File: src/rtl/cpu_run_ctrl.sv
// Run/step sequencer for the Mini-CPU.
// Produces the core's step_en pulse, either free-running from a clock divider (mode=1) or once
// per debounced press of the active-low step button (mode=0). Also latches halt requests and
// counts executed steps.
module cpu_run_ctrl #(
  parameter int unsigned DEB_CYCLES = 50000,
  parameter int unsigned RUN_DIV    = 1000000,
  parameter int unsigned CNT_W      = 24
) (
  input  logic        clk,
  input  logic        n_rst,
  input  logic        mode,
  input  logic        n_step,
  input  logic        halt,
  output logic        step_en,
  output logic        running,
  output logic        halted,
  output logic [15:0] step_count
);

  localparam logic [CNT_W-1:0] DebLast = CNT_W'(DEB_CYCLES - 1);
  localparam logic [CNT_W-1:0] DivLast = CNT_W'(RUN_DIV - 1);

  typedef enum logic [1:0] {StStep, StRun, StHalted} state_e;

  logic             r_sync1;
  logic             r_sync2;
  logic             r_deb_level;
  logic [CNT_W-1:0] r_deb_cnt;
  logic             r_press;

  state_e           r_state;
  state_e           w_state_d;
  logic [CNT_W-1:0] r_div;
  logic [CNT_W-1:0] w_div_d;
  logic             r_step_en;
  logic             w_step_en_d;
  logic [15:0]      r_step_count;

  // Two-flop synchronizer for the raw button; idles high (released).
  always_ff @(posedge clk or negedge n_rst) begin
    if (!n_rst) begin
      r_sync1 <= 1'b1;
      r_sync2 <= 1'b1;
    end else begin
      r_sync1 <= n_step;
      r_sync2 <= r_sync1;
    end
  end

  // Debouncer: accept a new level after DEB_CYCLES consecutive disagreeing cycles; a falling
  // accepted level raises a one-cycle press pulse.
  always_ff @(posedge clk or negedge n_rst) begin
    if (!n_rst) begin
      r_deb_cnt   <= '0;
      r_deb_level <= 1'b1;
      r_press     <= 1'b0;
    end else begin
      r_press <= 1'b0;
      if (r_sync2 == r_deb_level) begin
        r_deb_cnt <= '0;
      end else if (r_deb_cnt == DebLast) begin
        r_deb_cnt   <= '0;
        r_deb_level <= r_sync2;
        // Only a release->press change (level going to 0) counts as a press.
        r_press     <= ~r_sync2;
      end else begin
        r_deb_cnt <= r_deb_cnt + CNT_W'(1);
      end
    end
  end

  // Next-state, divider and step_en decode; halt overrides any press or divider wrap.
  always_comb begin
    w_state_d   = r_state;
    w_div_d     = r_div;
    w_step_en_d = 1'b0;
    unique case (r_state)
      StStep: begin
        if (halt) begin
          w_state_d = StHalted;
        end else begin
          // A press coinciding with mode=1 still steps once before entering RUN.
          if (r_press) w_step_en_d = 1'b1;
          if (mode) begin
            w_state_d = StRun;
            w_div_d   = '0;
          end
        end
      end
      StRun: begin
        if (halt) begin
          w_state_d = StHalted;
          w_div_d   = '0;
        end else if (!mode) begin
          w_state_d = StStep;
          w_div_d   = '0;
        end else if (r_div == DivLast) begin
          w_div_d     = '0;
          w_step_en_d = 1'b1;
        end else begin
          w_div_d = r_div + CNT_W'(1);
        end
      end
      StHalted: begin
        w_div_d = '0;
        // The releasing press is consumed without stepping the core.
        if (!halt && r_press) w_state_d = StStep;
      end
      default: begin
        w_state_d = StStep;
        w_div_d   = '0;
      end
    endcase
  end

  // State, divider and registered step_en.
  always_ff @(posedge clk or negedge n_rst) begin
    if (!n_rst) begin
      r_state   <= StStep;
      r_div     <= '0;
      r_step_en <= 1'b0;
    end else begin
      r_state   <= w_state_d;
      r_div     <= w_div_d;
      r_step_en <= w_step_en_d;
    end
  end

  // Executed-step counter; wraps naturally at 16 bits.
  always_ff @(posedge clk or negedge n_rst) begin
    if (!n_rst) begin
      r_step_count <= '0;
    end else if (r_step_en) begin
      r_step_count <= r_step_count + 16'd1;
    end
  end

  assign step_en    = r_step_en;
  assign running    = (r_state == StRun);
  assign halted     = (r_state == StHalted);
  assign step_count = r_step_count;

endmodule

File: config.mk
export PLATFORM = sky130hd
export DESIGN_NAME = cpu_run_ctrl
export DESIGN_NICKNAME = d
export VERILOG_FILES = /design/src/rtl/cpu_run_ctrl.sv
export SDC_FILE = /design/constraint.sdc
export NUM_CORES = 1
export LEC_CHECK = 0
export CAP_MARGIN = 20
export CORE_MARGIN = 3
export CORE_UTILIZATION = 40
export DETAILED_ROUTE_END_ITERATION = 8
export REMOVE_ABC_BUFFERS = 1
export SETUP_SLACK_MARGIN = 0.3
export SLEW_MARGIN = 20
export SYNTH_ARGS = -nofsm -noshare
export SYNTH_HDL_FRONTEND = slang
export SYNTH_SLANG_ARGS = --single-unit
File: constraint.sdc
create_clock -name clk -period 4.09 [get_ports clk]
set_input_delay 0.409 -clock clk [delete_from_list [all_inputs] [get_ports clk]]
set_output_delay 0.409 -clock clk [all_outputs]
set_load 0.05 [all_outputs]
Floorplan with the power grid:
The bar under the picture is 20 um long. Pins as bars on the die edge.
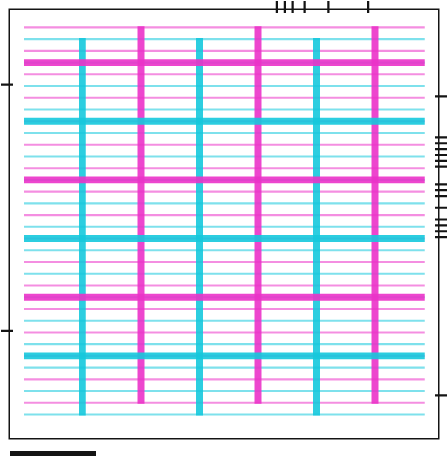
Magenta marks VDD. Cyan marks VSS.
6 straps on met4. The core has 33 rows. 34 met1 rails follow the rows. 24 signal pins sit on the boundary. 6 straps on met5.
area of the core: 8340 um^2
Vert. Die Dim: 99.2 um
die width: 99.2 um

Placed cells, one colour a class:
The bar under the picture is 20 um long.
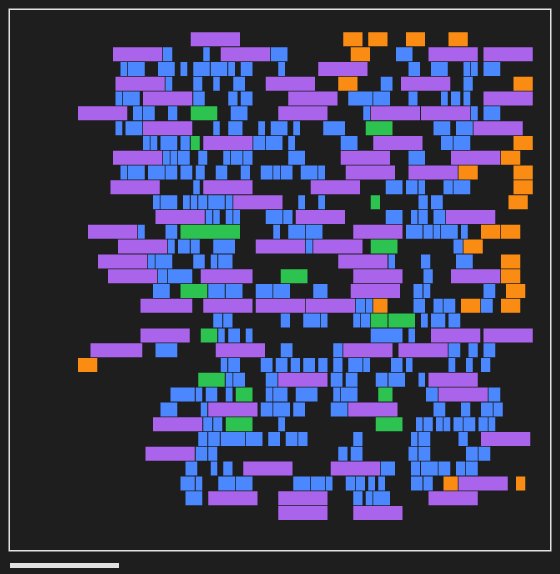
Green marks clock drivers and dummy loads, cells 16, share of their area 5.1%. Orange marks remaining buffers and delay cells, cells 25, share of their area 6.2%. Purple marks sequential cells, cells 71, share of their area 46%. Blue marks combinational and other logic, cells 274, share of their area 43%.
flip-flop and latch share of the layout cell area: 0.446
Rows: 33
share of the core filled with cells in the final layout: 0.479
Non-Filler Cell Area, Final: 3990 um^2

==> summary.txt <==
The run has ended; figures from its reports follow.

The run finished with clean final reports. The maximum number of pins on one net before global-route repair is 43. The post-cts repair resize count came out at 0.

The number of inserted diodes came out at 0. The via total after detailed routing is around 2,600. The share of total power in the clock network came out at 0.430. The detailed-route DRC error count is 0. The most common cell in the synthesized netlist is sky130_fd_sc_hd__dfrtp_1. The overall fraction of global-route tracks in use is 0.153.

The wire length the detailed router placed on met1 is 3560 um. The sum of overflow across all layers after global routing came out at 0. The inverter tally of the final layout excluding the clock network came out at 7.

Setup repair after global routing left no endpoint under its margin. The number of nets with antenna violations after detailed routing is 0. The fraction of the mapped netlist area in compound gates came out at 0.0986. The number of clock buffers in the layout came out at 9. The number of buffers added by the clock tree synthesis step came out at 9. The post-detailed-placement half-perimeter wirelength came out at 4550 um.

Looking at the group totals, the largest power group turns out to be registers. The part of the power in combinational logic is 0.021. The number of distinct library cells after synthesis is 37. The sequential group power is 709 uW. The power drawn by the combinational cells came out at 27.0 uW. The commonest cells after synthesis are sky130_fd_sc_hd__dfrtp_1 (68), sky130_fd_sc_hd__nor2_1 (47), sky130_fd_sc_hd__nand2_1 (27), sky130_fd_sc_hd__nand3_1 (27), sky130_fd_sc_hd__xnor2_1 (22).
No activity file was given, so power comes from the tool's default toggle rates.
